### config.mk
export PLATFORM = sky130hd
export DESIGN_NAME = ms_ftdi_fifo_emu_flat
export DESIGN_NICKNAME = d
export VERILOG_FILES = /design/src/rtl/ms_ftdi_fifo_emu_if.sv /design/src/rtl/ms_ftdi_fifo_emu.sv /design/src/flat_wrapper.sv
export SDC_FILE = /design/constraint.sdc
export NUM_CORES = 1
export LEC_CHECK = 0
export CAP_MARGIN = 10
export CELL_PAD_IN_SITES_DETAIL_PLACEMENT = 1
export CELL_PAD_IN_SITES_GLOBAL_PLACEMENT = 1
export CORE_MARGIN = 10
export CORE_UTILIZATION = 40
export CTS_CLUSTER_DIAMETER = 50
export CTS_CLUSTER_SIZE = 16
export DETAILED_ROUTE_END_ITERATION = 6
export PLACE_DENSITY_LB_ADDON = 0.3
export SYNTH_ARGS = -nofsm -noshare
export SYNTH_HDL_FRONTEND = slang
export SYNTH_SLANG_ARGS = --single-unit
### constraint.sdc
create_clock -name AClkH -period 3 [get_ports AClkH]
set_input_delay 0.6 -clock AClkH [delete_from_list [all_inputs] [get_ports AClkH]]
set_output_delay 0.6 -clock AClkH [all_outputs]
set_load 0.02 [all_outputs]
### src/rtl/ms_ftdi_fifo_emu_if.sv
// FT245 synchronous-FIFO pins plus host byte streams for the emulator.
// slave = emulator side, master = bridge/host side.
interface ms_ftdi_fifo_emu_if #(
   parameter int CRxDepthLog2 = 4,
   parameter int CTxDepthLog2 = 4
);
   logic [7:0]            APhyDataO;
   logic [7:0]            APhyDataI;
   logic                  APhyRxfN;
   logic                  APhyTxeN;
   logic                  APhyRdN;
   logic                  APhyWrN;
   logic                  APhyOeN;
   logic                  APhySiwuN;
   logic [7:0]            AHostRxData;
   logic                  AHostRxValid;
   logic                  AHostRxReady;
   logic [7:0]            AHostTxData;
   logic                  AHostTxValid;
   logic                  AHostTxReady;
   logic                  AHostTxFlush;
   logic [CRxDepthLog2:0] ARxCnt;
   logic [CTxDepthLog2:0] ATxCnt;

   modport slave (
      output APhyDataO, APhyRxfN, APhyTxeN, AHostRxReady, AHostTxData, AHostTxValid,
             AHostTxFlush, ARxCnt, ATxCnt,
      input  APhyDataI, APhyRdN, APhyWrN, APhyOeN, APhySiwuN, AHostRxData, AHostRxValid,
             AHostTxReady
   );

   modport master (
      input  APhyDataO, APhyRxfN, APhyTxeN, AHostRxReady, AHostTxData, AHostTxValid,
             AHostTxFlush, ARxCnt, ATxCnt,
      output APhyDataI, APhyRdN, APhyWrN, APhyOeN, APhySiwuN, AHostRxData, AHostRxValid,
             AHostTxReady
   );
endinterface

### src/rtl/ms_ftdi_fifo_emu.sv
// Chip-side FT245 sync-FIFO emulator: RX FIFO (host->bridge) and TX FIFO (bridge->host).
// Optional MS_FTDI_FIFO_EMU_STAT_EN adds AStat byte counters and sticky strobe-error flags.
module ms_ftdi_fifo_emu #(
   parameter int CRxDepthLog2 = 4,
   parameter int CTxDepthLog2 = 4
) (
   input  logic               AClkH,
   input  logic               AResetH,
   input  logic               AClkHEn,
   ms_ftdi_fifo_emu_if.slave  bus
`ifdef MS_FTDI_FIFO_EMU_STAT_EN
   ,
   output logic [31:0]        AStat
`endif
);
   localparam int CRxDepth = 1 << CRxDepthLog2;
   localparam int CTxDepth = 1 << CTxDepthLog2;
   localparam logic [CRxDepthLog2:0] CRxFull = (CRxDepthLog2+1)'(CRxDepth);
   localparam logic [CTxDepthLog2:0] CTxFull = (CTxDepthLog2+1)'(CTxDepth);

   logic [7:0]              rx_mem_q [CRxDepth];
   logic [7:0]              tx_mem_q [CTxDepth];
   logic [CRxDepthLog2-1:0] rx_wr_q, rx_rd_q;
   logic [CTxDepthLog2-1:0] tx_wr_q, tx_rd_q;
   logic [CRxDepthLog2:0]   rx_cnt_q, rx_cnt_d;
   logic [CTxDepthLog2:0]   tx_cnt_q, tx_cnt_d;
   logic                    rxf_q, txe_q, siwu_q, flush_q;
   logic                    rx_push, rx_pop, tx_push, tx_pop;

   always_comb begin
      rx_push = AClkHEn & bus.AHostRxValid & (rx_cnt_q != CRxFull);
      rx_pop  = AClkHEn & ~bus.APhyRdN & ~bus.APhyOeN & ~rxf_q;
      tx_push = AClkHEn & ~bus.APhyWrN & ~txe_q;
      tx_pop  = AClkHEn & bus.AHostTxReady & (tx_cnt_q != '0);

      rx_cnt_d = rx_cnt_q;
      if (rx_push && !rx_pop) rx_cnt_d = rx_cnt_q + (CRxDepthLog2+1)'(1);
      if (rx_pop && !rx_push) rx_cnt_d = rx_cnt_q - (CRxDepthLog2+1)'(1);

      tx_cnt_d = tx_cnt_q;
      if (tx_push && !tx_pop) tx_cnt_d = tx_cnt_q + (CTxDepthLog2+1)'(1);
      if (tx_pop && !tx_push) tx_cnt_d = tx_cnt_q - (CTxDepthLog2+1)'(1);
   end

   // Storage is not reset; emptiness is carried entirely by the counts.
   always_ff @(posedge AClkH) begin
      if (rx_push) rx_mem_q[rx_wr_q] <= bus.AHostRxData;
      if (tx_push) tx_mem_q[tx_wr_q] <= bus.APhyDataI;
   end

   always_ff @(posedge AClkH) begin
      if (AResetH) begin
         rx_wr_q  <= '0;
         rx_rd_q  <= '0;
         tx_wr_q  <= '0;
         tx_rd_q  <= '0;
         rx_cnt_q <= '0;
         tx_cnt_q <= '0;
         rxf_q    <= 1'b1;
         txe_q    <= 1'b0;
         siwu_q   <= 1'b1;
         flush_q  <= 1'b0;
      end else begin
         // Flush is recomputed every cycle so a stalled clock enable cannot stretch it.
         flush_q <= AClkHEn & siwu_q & ~bus.APhySiwuN;
         if (AClkHEn) begin
            if (rx_push) rx_wr_q <= rx_wr_q + CRxDepthLog2'(1);
            if (rx_pop)  rx_rd_q <= rx_rd_q + CRxDepthLog2'(1);
            if (tx_push) tx_wr_q <= tx_wr_q + CTxDepthLog2'(1);
            if (tx_pop)  tx_rd_q <= tx_rd_q + CTxDepthLog2'(1);
            rx_cnt_q <= rx_cnt_d;
            tx_cnt_q <= tx_cnt_d;
            rxf_q    <= (rx_cnt_d == '0);
            txe_q    <= (tx_cnt_d == CTxFull);
            siwu_q   <= bus.APhySiwuN;
         end
      end
   end

   assign bus.APhyDataO    = ~bus.APhyOeN ? rx_mem_q[rx_rd_q] : 8'h00;
   assign bus.APhyRxfN     = rxf_q;
   assign bus.APhyTxeN     = txe_q;
   assign bus.AHostRxReady = (rx_cnt_q != CRxFull);
   assign bus.AHostTxData  = tx_mem_q[tx_rd_q];
   assign bus.AHostTxValid = (tx_cnt_q != '0);
   assign bus.AHostTxFlush = flush_q;
   assign bus.ARxCnt       = rx_cnt_q;
   assign bus.ATxCnt       = tx_cnt_q;

`ifdef MS_FTDI_FIFO_EMU_STAT_EN
   logic [15:0] tx_bytes_q;
   logic [11:0] rx_bytes_q;
   logic        underrun_q, overrun_q;

   always_ff @(posedge AClkH) begin
      if (AResetH) begin
         tx_bytes_q <= '0;
         rx_bytes_q <= '0;
         underrun_q <= 1'b0;
         overrun_q  <= 1'b0;
      end else if (AClkHEn) begin
         if (tx_push) tx_bytes_q <= tx_bytes_q + 16'd1;
         if (rx_pop)  rx_bytes_q <= rx_bytes_q + 12'd1;
         if (~bus.APhyRdN & ~bus.APhyOeN & rxf_q) underrun_q <= 1'b1;
         if (~bus.APhyWrN & txe_q)                overrun_q  <= 1'b1;
      end
   end

   assign AStat = {2'b00, overrun_q, underrun_q, rx_bytes_q, tx_bytes_q};
`endif
endmodule

### src/flat_wrapper.sv
// flat-port wrapper written by rule: the top's interface ports become plain ports
module ms_ftdi_fifo_emu_flat 
#(
   parameter int CRxDepthLog2 = 4,
   parameter int CTxDepthLog2 = 4
)
  (AClkH, AResetH, AClkHEn, bus_APhyDataO, bus_APhyRxfN, bus_APhyTxeN, bus_AHostRxReady, bus_AHostTxData, bus_AHostTxValid, bus_AHostTxFlush, bus_ARxCnt, bus_ATxCnt, bus_APhyDataI, bus_APhyRdN, bus_APhyWrN, bus_APhyOeN, bus_APhySiwuN, bus_AHostRxData, bus_AHostRxValid, bus_AHostTxReady);
  ms_ftdi_fifo_emu_if #(.CRxDepthLog2(CRxDepthLog2), .CTxDepthLog2(CTxDepthLog2)) bus_i ();
  input  logic AClkH;
  input  logic AResetH;
  input  logic AClkHEn;
  output wire logic [$bits(bus_i.APhyDataO)-1:0] bus_APhyDataO;
  output wire logic [$bits(bus_i.APhyRxfN)-1:0] bus_APhyRxfN;
  output wire logic [$bits(bus_i.APhyTxeN)-1:0] bus_APhyTxeN;
  output wire logic [$bits(bus_i.AHostRxReady)-1:0] bus_AHostRxReady;
  output wire logic [$bits(bus_i.AHostTxData)-1:0] bus_AHostTxData;
  output wire logic [$bits(bus_i.AHostTxValid)-1:0] bus_AHostTxValid;
  output wire logic [$bits(bus_i.AHostTxFlush)-1:0] bus_AHostTxFlush;
  output wire logic [$bits(bus_i.ARxCnt)-1:0] bus_ARxCnt;
  output wire logic [$bits(bus_i.ATxCnt)-1:0] bus_ATxCnt;
  input wire logic [$bits(bus_i.APhyDataI)-1:0] bus_APhyDataI;
  input wire logic [$bits(bus_i.APhyRdN)-1:0] bus_APhyRdN;
  input wire logic [$bits(bus_i.APhyWrN)-1:0] bus_APhyWrN;
  input wire logic [$bits(bus_i.APhyOeN)-1:0] bus_APhyOeN;
  input wire logic [$bits(bus_i.APhySiwuN)-1:0] bus_APhySiwuN;
  input wire logic [$bits(bus_i.AHostRxData)-1:0] bus_AHostRxData;
  input wire logic [$bits(bus_i.AHostRxValid)-1:0] bus_AHostRxValid;
  input wire logic [$bits(bus_i.AHostTxReady)-1:0] bus_AHostTxReady;
  assign bus_APhyDataO = bus_i.APhyDataO;
  assign bus_APhyRxfN = bus_i.APhyRxfN;
  assign bus_APhyTxeN = bus_i.APhyTxeN;
  assign bus_AHostRxReady = bus_i.AHostRxReady;
  assign bus_AHostTxData = bus_i.AHostTxData;
  assign bus_AHostTxValid = bus_i.AHostTxValid;
  assign bus_AHostTxFlush = bus_i.AHostTxFlush;
  assign bus_ARxCnt = bus_i.ARxCnt;
  assign bus_ATxCnt = bus_i.ATxCnt;
  assign bus_i.APhyDataI = bus_APhyDataI;
  assign bus_i.APhyRdN = bus_APhyRdN;
  assign bus_i.APhyWrN = bus_APhyWrN;
  assign bus_i.APhyOeN = bus_APhyOeN;
  assign bus_i.APhySiwuN = bus_APhySiwuN;
  assign bus_i.AHostRxData = bus_AHostRxData;
  assign bus_i.AHostRxValid = bus_AHostRxValid;
  assign bus_i.AHostTxReady = bus_AHostTxReady;
  ms_ftdi_fifo_emu #(.CRxDepthLog2(CRxDepthLog2), .CTxDepthLog2(CTxDepthLog2)) u_core (.AClkH(AClkH), .AResetH(AResetH), .AClkHEn(AClkHEn), .bus(bus_i));
endmodule
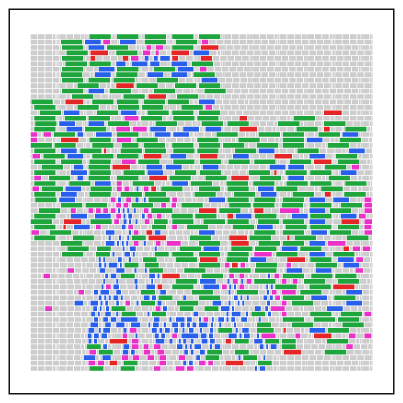
**Above:** run 1 (cell classes on the final placement).
(2 px per um) Fill, decap, tap and diode cells in grey.
colour	class	cells
magenta	remaining buffers and delay cells	120
blue	combinational and other logic	292
green	sequential cells	294
red	clock drivers and dummy loads	51
sequential share of cell area: 59.28%
Design Area, Final: 0.01427 sq mm
core area: 0.02886 sq mm

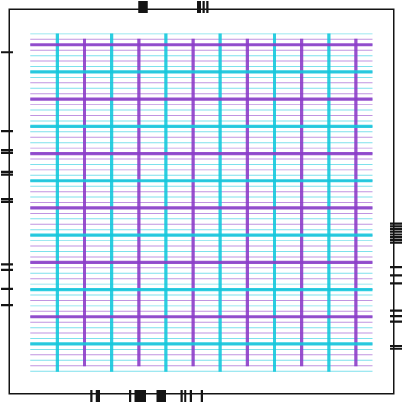
**Above:** run 1 (PDN straps and rails).
(2 px per um) Pins as bars on the die edge.
colour	net
purple	VDD
cyan	VSS
rows	62
met4 straps	12
signal pins	56
met1 rails	63
met5 straps	12
worst vdd rail ir drop: 0.4204 mV
Die Width: 191.5 um
die height: 191.5 um

==> deck_impl_summary.md, run 1 <==
Physical Implementation Snapshot

Critical path
  – CP dominant cell by count: mux4_2
  – CP Data Arrival Time: roughly 2.5 ns
  – Worst r2r path cells: 7
  – FF-to-FF End: u_core.rx_mem_q[0][0]$_DFFE_PP_
  – Buf/Inv on CP: 2
  – Worst r2r src: u_core.bus.ARxCnt[0]$_SDFFE_PP0P_
  – Critical Path RT: around 2.4 ns
  – Startpoint Class: flip-flop
  – Family with the most delay on the worst path: multiplexers
  – Slowest cell on crit path: mux4_2
  – Worst reg2reg setup slack: roughly 0.45 ns

Floorplanning
  – I/O Pins: 56
  – # rows: 62
  – N_taps: ~380

Cells and area
  – Non-Filler Instances: 1141
  – Top Layout Cells: 256 x edfxtp_1, 80 x mux4_2, 54 x buf_4
  – Gate Area: approximately 0.0031 sq mm
  – Flip-flops: slightly below 300
  – Area-dominant class: registers
  – Fin nets: ~780
  – Comb/total area: between 20% and 30%
  – Inverters: 11
  – Synth-to-Final Area Change: 21.31%
  – Non-clk buf share: 8.534%
  – Storage element area: between 0.008 and 0.009 sq mm

STA
  – Clock skew: roughly 0.013 ns
  – Final hold vios: 0
  – TNS Setup: -0.2433 ns
  – RSZ-0062 raised after global routing: yes
  – Slew Limit Fails: 0
  – # setup viols final: 7
  – Final worst path period need: slightly above 3 ns
  – Peak Freq: about 330 MHz
  – Relative slew slack: a little over half
  – Final worst slack: -0.07245 ns

Clock network
  – Sink Count: between 200 and 300
  – CTS max path bufs: 3
  – CTS tree: yes
  – H-tree Lvls: 1
  – Hold buffer count at CTS: 0
  – Num CTS Buffers: 29
  – Latency at later pin: 0.55 ns
  – Root buffer cell: clkbuf_16
  – Clk pin slew, worst setup/hold paths: about 0.060 ns

Detailed routing
  – Initial DRC Count: 457
  – Drt wl/cell: about 24 um
  – Routed vias/inst: roughly 5.3

Logic synthesis
  – Synth cell count leaders: 256 x edfxtp_1, 80 x mux4_2, 49 x nor2_1, 38 x dfxtp_1, 25 x nand2_1
  – Most numerous cell in the Yosys netlist: edfxtp_1
  – Synth unique cells: between 50 and 60
  – Mean Syn Cell Area: about 19 sq um
  – Simple-Gate Fraction of Synth Area: between 6 and 7%
  – EDFF count, synth: about 260
  – Adder Area Share: around 1.5%
  – Mapped cell area: 0.01176 sq mm
  – Async set-or-reset flop fraction in the synthesized netlist: 0%
  – Synth flops: between 200 and 300
  – Yosys cell count: around 620
  – Synth Seq Share: 71.84%
  – Main logic family: multiplexers
  – Multiplexer share: 15.41%
  – Synth Instances: around 600

Status
  – Status: complete, but fails checks
  – Violated checks: setup timing

Global routing
  – Initial antenna violation count: 0
  – First-pass GRT wire length: 41840 um
  – Largest net degree at the start of global routing: 33

Pwr
  – Tot Pwr: ~0.0090 W
  – PD cells: between 600 and 700 mW/mm^2
  – Combinational fraction of design power: between 10% and 20%
  – Sw Share: 23.39%
  – Sequential Power Share: 50.9%

Place
  – Post-DP HPWL: roughly 18000 um
  – Placed instance count: between 1k and 1.5k
  – Place WS: between 0.09 and 0.1 ns
  – Final GP Congestion: between 0.8 and 0.9

Job
  – Tool warnings: 36

Worst hold path
  – Hold Crit Start: u_core.siwu_q$_SDFFE_PP1P_
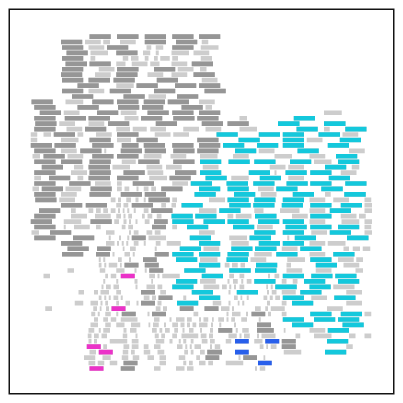
**Above:** run 1 (register map, names as in the netlist).
(2 px per um)
colour	signal	sequential cells
blue	u_core.tx_rd_q	4
magenta	u_core.bus.ARxCnt	5
cyan	u_core.tx_mem_q	128
not coloured	157

[run 1: repair_timing]
item,in CTS,in global routing
gates cloned,3,2
endpoints found under the setup margin,17,17
resized,84,28
buffers inserted,2,0
endpoints found under the hold margin,0,0
[run 1: flip-flops by register name, indices dropped and copies added (netlist names), 4 cells and up, named ones only]
| register | cells |
|---|---|
| u_core.tx_mem_q | 128 |
| u_core.bus.ATxCnt | 5 |
| u_core.tx_rd_q | 4 |
| u_core.rx_rd_q | 4 |
| u_core.tx_wr_q | 4 |
| u_core.rx_mem_q | 128 |
| u_core.bus.ARxCnt | 5 |
| u_core.rx_wr_q | 4 |
[run 1: routing by layer]
metal | global-route usage (%) | vias to the layer above | share of wire [%]
li1 | - | 2720 | -
met1 | 19.01 | 3189 | 41
met2 | 26.08 | 149 | 52
met3 | 2.442 | 36 | 4.7
met4 | 3.335 | 0 | 1.8
met5 | 0 | - | 0
[run 1: power groups by stage]
stage          Sequential [W]  Clock, W  Combinational, W
3_5_place_dp          0.00465         0          0.000862
4_1_cts               0.00456   0.00360          0.000873
3_3_place_gp          0.00464         0          0.000829
6_report              0.00457   0.00351          0.000906
5_1_grt               0.00458   0.00379          0.000986
2_1_floorplan         0.00465         0          0.000498
[run 1: how the worst max path moves through the flow]
stage	startpoint	endpoint	slack, ns	cells past startpoint
after floorplan	u_core.bus.ARxCnt[0]$_SDFFE_PP0P_	u_core.rx_mem_q[3][0]$_DFFE_PP_	0.44	7
after global placement	flip-flop	bus_APhyDataO[2]	0.12	5
after detailed placement	AClkHEn	u_core.rx_mem_q[0][1]$_DFFE_PP_	0.09	6
after CTS	flip-flop	bus_APhyDataO[4]	-0.13	6
after global routing	flip-flop	bus_APhyDataO[6]	-0.15	5
final	flip-flop	bus_APhyDataO[6]	-0.07	5
==> inputs of run 2 (changes only) <==
--- a/config.mk
+++ b/config.mk
@@ -15,3 +15,3 @@
 export DETAILED_ROUTE_END_ITERATION = 6
-export PLACE_DENSITY_LB_ADDON = 0.3
+export PLACE_DENSITY_LB_ADDON = 0.1
 export SYNTH_ARGS = -nofsm -noshare
==> constraint.sdc (replaced) <==
create_clock -name AClkH -period 3.9 [get_ports AClkH]
set_input_delay 0.78 -clock AClkH [delete_from_list [all_inputs] [get_ports AClkH]]
set_output_delay 0.78 -clock AClkH [all_outputs]
set_load 0.01 [all_outputs]
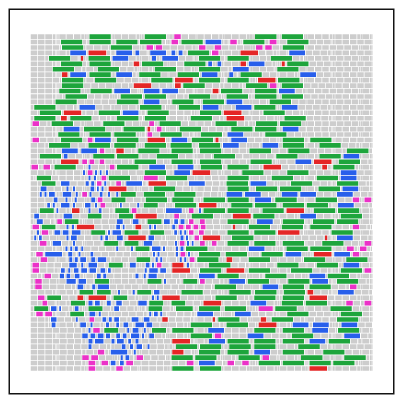
**Above:** run 2 (cell classes on the final placement).
(2 px per um) Fill, decap, tap and diode cells in grey.
colour	class	cells
blue	combinational and other logic	292
red	clock drivers and dummy loads	57
green	sequential cells	294
magenta	remaining buffers and delay cells	95

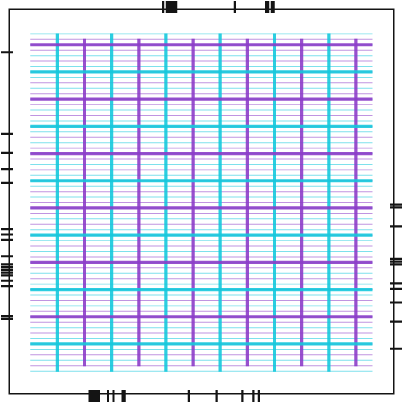
**Above:** run 2 (PDN straps and rails).
(2 px per um) Pins as bars on the die edge.
colour	net
purple	VDD
cyan	VSS
signal pins	56
met1 rails	63
met5 straps	12
met4 straps	12
rows	62

==> run 2 against run 1 <==
  * The run now ends clean
  * Combinational power decreased by 35%
  * Sequential share of layout area increased by 1.1 points
  * Global-route usage about the same
  * Flip-flop count unchanged
  * Clock skew decreased by 0.0060 ns
  * Largest cell class unchanged
  * Highest routed layer unchanged
==> deck_impl_summary.md, run 2 <==
Physical Implementation Snapshot

Status
  – Status: completed

Cells and area
  – Synth-to-Final Area Change: 18.97%
  – Area-dominant class: registers
  – Layout cells sized above 1: around a quarter
  – Top Layout Cells: 256 x edfxtp_1, 80 x mux4_2, 55 x clkdlybuf4s50_1
  – MI comb cells: approximately 280
  – Clock buffer cells: 33
  – Biggest regs: u_core.rx_mem_q: 128 flops, u_core.tx_mem_q: 128 flops
  – Nonclk buf count: ~95
  – Area fraction of clock buffers and clock inverters: approximately 7.4%
  – Most frequent logic cell in the layout: edfxtp_1
  – Inverters: 11 (unchanged)
  – Storage element area: 0.008453 sq mm (about the same)
  – Flip-flops: 294 (unchanged)
  – Number of diodes: 0
  – Gate Area: 0.003107 sq mm (-1.1%)
  – Fin nets: 753 (-3.0%)
  – Fill cells: 2731
  – Sequential share of cell area: 60.42% (+1.1 points)
  – Comb/total area: 22.21% (+0.18 points)
  – Non-clk buf share: 6.260% (-2.3 points)

Pwr
  – Sw Share: 23.15% (-0.24 points)
  – Combinational fraction of design power: 8.4% (-1.7 points)
  – Clock Power Share: 41.6%
  – P_sw: 0.001627 W
  – Tot Pwr: 0.007028 W (-22%)
  – Leak: between 4 and 5 nW
  – Internal power: 0.005401 W
  – Sequential Power Share: 50.0% (-0.9 points)
  – PD cells: 502.3 mW/mm^2 (-20%)
  – Worst vdd rail ir drop: 0.3157 mV (-25%)

Global routing
  – Vias in the first global route: 6576
  – Tot GR Track Use: between 10% and 20%
  – First-pass GRT wire length: 41370 um (-1.1%)
  – Largest net degree at the start of global routing: 33 (unchanged)
  – Gr ovfl total: 0
  – Initial antenna violation count: 0 (unchanged)

Critical path
  – Max incr delay on CP: between 0.5 and 0.6 ns
  – Worst-path maximum fanout: 32
  – CP Class: reg2out
  – Slowest cell on crit path: mux4_2
  – CP dominant cell by count: mux4_2
  – Worst r2r src: u_core.bus.ARxCnt[0]$_SDFFE_PP0P_
  – Critical Path End: bus_APhyDataO[3]
  – FF-to-FF End: u_core.rx_mem_q[3][2]$_DFFE_PP_
  – Setup crit end kind: primary output
  – Worst r2r path cells: 8 (+1)
  – Critical Path RT: 3.12 ns (+0.72 ns)
  – Worst reg2reg setup slack: 1.47 ns (+1.02 ns)
  – Startpoint Class: flip-flop
  – CP Data Arrival Time: 2.93 ns (+0.46 ns)
  – Worst path cell trace: buf_12, mux4_2, mux4_2, nor2b_1, clkdlybuf4s50_1

Worst hold path
  – Worst Hold End: u_core.bus.AHostTxFlush$_SDFF_PP0_
  – Hold path depth: 1
  – Hold Path Class: reg2reg
  – Hold Crit Start: u_core.siwu_q$_SDFFE_PP1P_

Logic synthesis
  – Synth unique cells: 56 (unchanged)
  – Synth Instances: 618 (unchanged)
  – Synth Seq Share: 71.84% (unchanged)
  – Synth flops: 294 (unchanged)
  – Most numerous cell in the Yosys netlist: edfxtp_1
  – YS chip area: ~0.012 sq mm
  – Yosys cell count: 618 (unchanged)
  – Post-synth net total: between 600 and 700
  – Synth cell count leaders: 256 x edfxtp_1, 80 x mux4_2, 49 x nor2_1, 38 x dfxtp_1, 25 x nand2_1
  – Top-area cell share: between 60% and 70%
  – Mapped cell area: 0.01176 sq mm (unchanged)
  – EDFF count, synth: 256 (unchanged)
  – Most common reg cell: edfxtp_1
  – Mean Syn Cell Area: 19.03 sq um (unchanged)
  – Async set-or-reset flop fraction in the synthesized netlist: 0% (unchanged)
  – Synth warnings: 0
  – Synth area leader: edfxtp_1
  – Biggest area cells: edfxtp_1 65%, mux4_2 15%, dfxtp_1 6.5%

Detailed routing
  – Initial DRC Count: 388 (-15%)
  – DRC violations left: 0
  – Routed vias/inst: 5.377 (+0.68%)
  – Drt total wl: 26970 um
  – Drt first pass iters: 4
  – Antenna violation net count after detailed routing: 0
  – Drt wl/cell: 24.03 um (+2.2%)
  – Vias: between 6k and 7k

STA
  – Worst-Margin Slew: just under 0.8 ns
  – Final hold vios: 0 (unchanged)
  – # setup viols final: 0 (-7)
  – Final worst path period need: about 3.7 ns
  – Slew Limit Fails: 0 (unchanged)
  – Fin crit share: between 90% and 100%
  – RSZ-0062 raised after global routing: no
  – Clock skew: 0.007415 ns (-0.006036 ns)
  – WHS: approximately 0.49 ns
  – TNS Setup: 0 ns (+0.2433 ns)
  – Peak Freq: roughly 270 MHz
  – Relative slew slack: 48.20% (-6.4 points)

Clock network
  – Clk pin slew, worst setup/hold paths: 0.07 ns (about the same)
  – Num CTS Buffers: 31 (+6.9%)
  – CTS max path bufs: 3 (unchanged)
  – CTS tree: yes
  – H-tree Lvls: 1 (unchanged)
  – Latency at later pin: 0.55 ns (about the same)
  – Hold buffer count at CTS: 0 (unchanged)
  – Root buffer cell: clkbuf_16
  – Sink Count: 294 (unchanged)

Place
  – Post-DP HPWL: 17180 um (-4.1%)
  – I/O Buffers: between 50 and 60
  – Final GP Congestion: 0.7554 (-6.6%)

Floorplanning
  – Core area: 0.02886 sq mm (unchanged)
  – # rows: 62 (unchanged)
  – I/O Pins: 56 (unchanged)
  – Die height: 191.5 um (unchanged)
  – Die Width: 191.5 um (unchanged)
  – Die Size: around 0.037 sq mm
  – N_taps: 384 (unchanged)
  – Initial core utilization: ~40%

Job
  – Tool warnings: 34 (-5.6%)
  – Max-cap violation count: 0
[run 2: cell counts after synthesis]
No cell type changed its count.
[run 2: repair_timing]
action | in CTS | in global routing
setup endpoints to repair | 0 | 1
resized | 0 | 1
buffers inserted | 0 | 0
[run 2: per-layer routing]
metal / global-route usage, % / wire, um
met4: 3.125 / 467
met2: 24.37 / 13200
met1: 20.67 / 12040
met5: 0 / 0
met3: 2.259 / 1259
[run 2: critical path, delay by kind of cell (launching register included)]
| family | cells | cell delay (ns) |
|---|---|---|
| multiplexers | 2 | 1.07 |
| buffers and inverters | 2 | 0.80 |
| flip-flops | 1 | 0.35 |
| AND/OR/NAND/NOR | 1 | 0.16 |
[run 2: kinds of logic (layout without fill, tap and decap cells)]
kind of cell | Yosys count | count (layout) | synth area share, %
XOR/XNOR | 18 | 18 | 1.341
AND-OR/OR-AND | 33 | 33 | 2.054
AND/OR/NAND/NOR | 135 | 135 | 6.128
flip-flops | 294 | 294 | 71.84
buffers and inverters | 43 | 163 | 1.745
multiplexers | 81 | 81 | 15.41
adder cells (fa/ha/maj) | 14 | 14 | 1.490
[run 2: power by group through the flow]
stage	clock network [W]	registers (W)	logic, W
after global routing	0.00313	0.00352	0.000641
after detailed placement	0	0.00358	0.000594
after global placement	0	0.00358	0.000577
final	0.00293	0.00351	0.000587
after CTS	0.00299	0.00352	0.000598
after floorplan	0	0.00356	0.000364
[run 2: stage by stage]
stage | cells | util, % | cell area [sq um] | worst slack (ns)
after floorplan | 618 | - | 11760 | 1.287
after global placement | 1065 | 44.89 | 12950 | 0.7146
after detailed placement | 1065 | 44.89 | 12950 | 0.6666
after CTS | 1122 | 48.47 | 13990 | 0.09160
after global routing | 1122 | 48.48 | 13990 | 0.07710
final | 1122 | 48.48 | 13990 | 0.1936
==> inputs of run 3 (changes only) <==
Settings changed: ABC_CLOCK_PERIOD_IN_PS set to 3900.
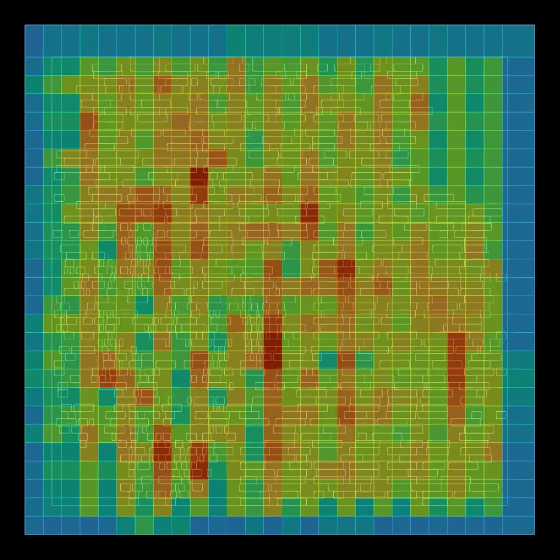
**Above:** run 3 (routing congestion).
met3 GRT Util: 2.259%
met2 Usage GRT: 24.37%
GR Util met1: 20.67%

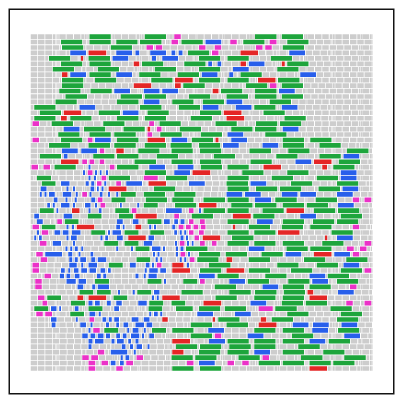
**Above:** run 3 (cell classes on the final placement).
(2 px per um) Fill, decap, tap and diode cells in grey.
colour	class	cells
green	sequential cells	294
magenta	remaining buffers and delay cells	95
blue	combinational and other logic	292
red	clock drivers and dummy loads	57

==> run 3 against run 2 <==
  * Sequential power hardly changed
  * Combinational power hardly changed
  * Clock skew stayed put
  * Flip-flop count stayed put
  * Synthesized area stayed put
  * Routed wire length stayed put
  * Die area stayed put
  * Hold slack stayed put
  * Register-to-register slack hardly changed
  * Fmax stayed put
  * Critical endpoint unchanged
  * Largest cell class unchanged
  * Largest power group unchanged
==> deck_impl_summary.md, run 3 <==
Physical Implementation Snapshot

Detailed routing
  – Antenna violation net count after detailed routing: 0 (unchanged)
  – Routed vias/inst: 5.377 (unchanged)
  – DRC violations left: 0 (unchanged)
  – Drt first pass iters: 4 (unchanged)
  – Initial DRC Count: 388 (unchanged)
  – Drt wl/cell: 24.03 um (unchanged)
  – Vias: 6033 (unchanged)
  – Drt total wl: 26970 um (unchanged)

Floorplanning
  – Initial core utilization: 40.75% (unchanged)
  – I/O Pins: 56 (unchanged)
  – Die height: 191.5 um (unchanged)
  – Die Size: 0.03666 sq mm (unchanged)
  – Core area: 0.02886 sq mm (unchanged)
  – Die Width: 191.5 um (unchanged)
  – # rows: 62 (unchanged)

Cells and area
  – Design Area, Final: 0.01399 sq mm (unchanged)
  – Synth-to-Final Area Change: 18.97% (unchanged)
  – Top Layout Cells: 256 x edfxtp_1, 80 x mux4_2, 55 x clkdlybuf4s50_1
  – Number of diodes: 0 (unchanged)
  – Layout cells sized above 1: 25.07% (unchanged)
  – Non-Filler Instances: 1122 (unchanged)
  – Post-layout util: 48.48% (unchanged)
  – Biggest regs: u_core.rx_mem_q: 128 flops, u_core.tx_mem_q: 128 flops
  – Most frequent logic cell in the layout: edfxtp_1
  – Fin nets: 753 (unchanged)

Global routing
  – First-pass GRT wire length: 41370 um (unchanged)
  – Gr ovfl total: 0 (unchanged)
  – Largest net degree at the start of global routing: 33 (unchanged)
  – Vias in the first global route: 6576 (unchanged)
  – Initial antenna violation count: 0 (unchanged)
  – Tot GR Track Use: 14.88% (unchanged)

Worst hold path
  – Hold path depth: 1 (unchanged)
  – Hold Path Class: reg2reg

Logic synthesis
  – Synth Seq Share: 71.84% (unchanged)
  – Top-area cell share: 65.37% (unchanged)
  – Synth flops: 294 (unchanged)
  – Synth area leader: edfxtp_1
  – EDFF count, synth: 256 (unchanged)
  – Synth Instances: 618 (unchanged)
  – YS chip area: 0.01176 sq mm (unchanged)
  – Synth unique cells: 56 (unchanged)
  – Synth warnings: 0 (unchanged)
  – Most common reg cell: edfxtp_1
  – Synth cell count leaders: 256 x edfxtp_1, 80 x mux4_2, 49 x nor2_1, 38 x dfxtp_1, 25 x nand2_1
  – Post-synth net total: 657 (unchanged)
  – Mapped cell area: 0.01176 sq mm (unchanged)
  – Async set-or-reset flop fraction in the synthesized netlist: 0% (unchanged)
  – Most numerous cell in the Yosys netlist: edfxtp_1
  – Biggest area cells: edfxtp_1 65%, mux4_2 15%, dfxtp_1 6.5%
  – Mean Syn Cell Area: 19.03 sq um (unchanged)
  – Yosys cell count: 618 (unchanged)

Critical path
  – Slowest cell on crit path: mux4_2
  – Worst r2r path cells: 8 (unchanged)
  – Startpoint Class: flip-flop
  – Worst-path maximum fanout: 32 (unchanged)
  – Levels on crit path: 5 (unchanged)
  – Critical Path RT: 3.12 ns (about the same)
  – Family with the most delay on the worst path: multiplexers
  – FF-to-FF End: u_core.rx_mem_q[3][2]$_DFFE_PP_
  – Worst path cell trace: buf_12, mux4_2, mux4_2, nor2b_1, clkdlybuf4s50_1
  – CP Data Arrival Time: 2.93 ns (about the same)
  – Critical Path End: bus_APhyDataO[3]
  – CP Class: reg2out
  – Setup crit end kind: primary output
  – Buf/Inv on CP: 2 (unchanged)
  – Worst reg2reg setup slack: 1.47 ns (about the same)
  – Worst r2r src: u_core.bus.ARxCnt[0]$_SDFFE_PP0P_
  – Max incr delay on CP: 0.56 ns (about the same)
  – CP dominant cell by count: mux4_2

Place
  – Final GP Congestion: 0.7554 (unchanged)
  – Post-DP HPWL: 17180 um (unchanged)
  – I/O Buffers: 55 (unchanged)
  – Place WS: 0.6666 ns (unchanged)
  – Placed Area: 0.01295 sq mm (unchanged)
  – Placed instance count: 1065 (unchanged)

STA
  – Slew Limit Fails: 0 (unchanged)
  – TNS Setup: 0 ns (unchanged)
  – Fin crit share: 95.04% (unchanged)
  – RSZ-0062 raised after global routing: no
  – Final worst path period need: 3.706 ns (unchanged)
  – WHS: 0.4868 ns (unchanged)
  – Peak Freq: 269.8 MHz (unchanged)
  – # setup viols final: 0 (unchanged)
  – Clock skew: 0.007415 ns (unchanged)
  – Relative slew slack: 48.20% (unchanged)
  – Final hold vios: 0 (unchanged)
  – Final worst slack: 0.1936 ns (unchanged)
  – Worst-Margin Slew: 0.7760 ns (unchanged)

Pwr
  – Clock Power Share: 41.6% (about the same)
  – P_sw: 0.001627 W (unchanged)
  – Internal power: 0.005401 W (unchanged)
  – Tot Pwr: 0.007028 W (unchanged)
  – Leak: 4.426 nW (unchanged)
  – Sw Share: 23.15% (unchanged)
  – Combinational fraction of design power: 8.4% (about the same)
  – PD cells: 502.3 mW/mm^2 (unchanged)
  – Sequential Power Share: 50.0% (about the same)
  – Worst vdd rail ir drop: 0.3157 mV (unchanged)

Clock network
  – Clk pin slew, worst setup/hold paths: 0.07 ns (about the same)
  – Latency at later pin: 0.55 ns (about the same)
  – CTS max path bufs: 3 (unchanged)
  – Num CTS Buffers: 31 (unchanged)
  – H-tree Lvls: 1 (unchanged)
  – Hold buffer count at CTS: 0 (unchanged)
  – CTS tree: yes
  – Postcts setup bufs: 0 (unchanged)
  – Cts repair resizes: 0 (unchanged)
  – Root buffer cell: clkbuf_16
  – Sink Count: 294 (unchanged)

Job
  – Max-cap violation count: 0 (unchanged)
  – Tool warnings: 34 (unchanged)

Status
  – Status: completed
-- run 3: cells by family after synthesis --
kind of cell	synth area share, %
flops	71.84
simple gates	6.128
mux	15.41
buf+inv	1.745
compound gates	2.054
xor+xnor	1.341
fa+ha+maj	1.490
-- run 3: worst min-delay path by stage --
stage                                           from                                  to  slack, ns
after CTS                 u_core.siwu_q$_SDFFE_PP1P_  u_core.bus.AHostTxFlush$_SDFF_PP0_       0.49
after floorplan           u_core.siwu_q$_SDFFE_PP1P_  u_core.bus.AHostTxFlush$_SDFF_PP0_       0.45
after global routing      u_core.siwu_q$_SDFFE_PP1P_  u_core.bus.AHostTxFlush$_SDFF_PP0_       0.52
final                     u_core.siwu_q$_SDFFE_PP1P_  u_core.bus.AHostTxFlush$_SDFF_PP0_       0.49
after global placement    u_core.siwu_q$_SDFFE_PP1P_  u_core.bus.AHostTxFlush$_SDFF_PP0_       0.47
after detailed placement  u_core.siwu_q$_SDFFE_PP1P_  u_core.bus.AHostTxFlush$_SDFF_PP0_       0.48
-- run 3: final cells by class --
cell class,instances,area [sq um]
tap,384,480.5
timing repair buffer,95,875.8
sequential,294,8453
multi-input combinational,281,3107
fill,2731,14870
inverter,11,41.29
clock buffer,33,783.3
clock inverter,24,250.2
-- run 3: metal layers --
layer	share of wire (%)	GRT usage (%)	up-vias
li1	-	-	2679
met1	45	20.67	3203
met2	49	24.37	113
met3	4.7	2.259	38
met4	1.7	3.125	0
met5	0	0	-
-- run 3: power by group through the flow --
stage	registers (W)	logic, W	clock network (W)
CTS	0.00352	0.000598	0.00299
detailed placement	0.00358	0.000594	0
finish	0.00351	0.000587	0.00293
floorplan	0.00356	0.000364	0
global placement	0.00358	0.000577	0
global route	0.00352	0.000641	0.00313
Power is estimated from default activity; no workload was simulated.
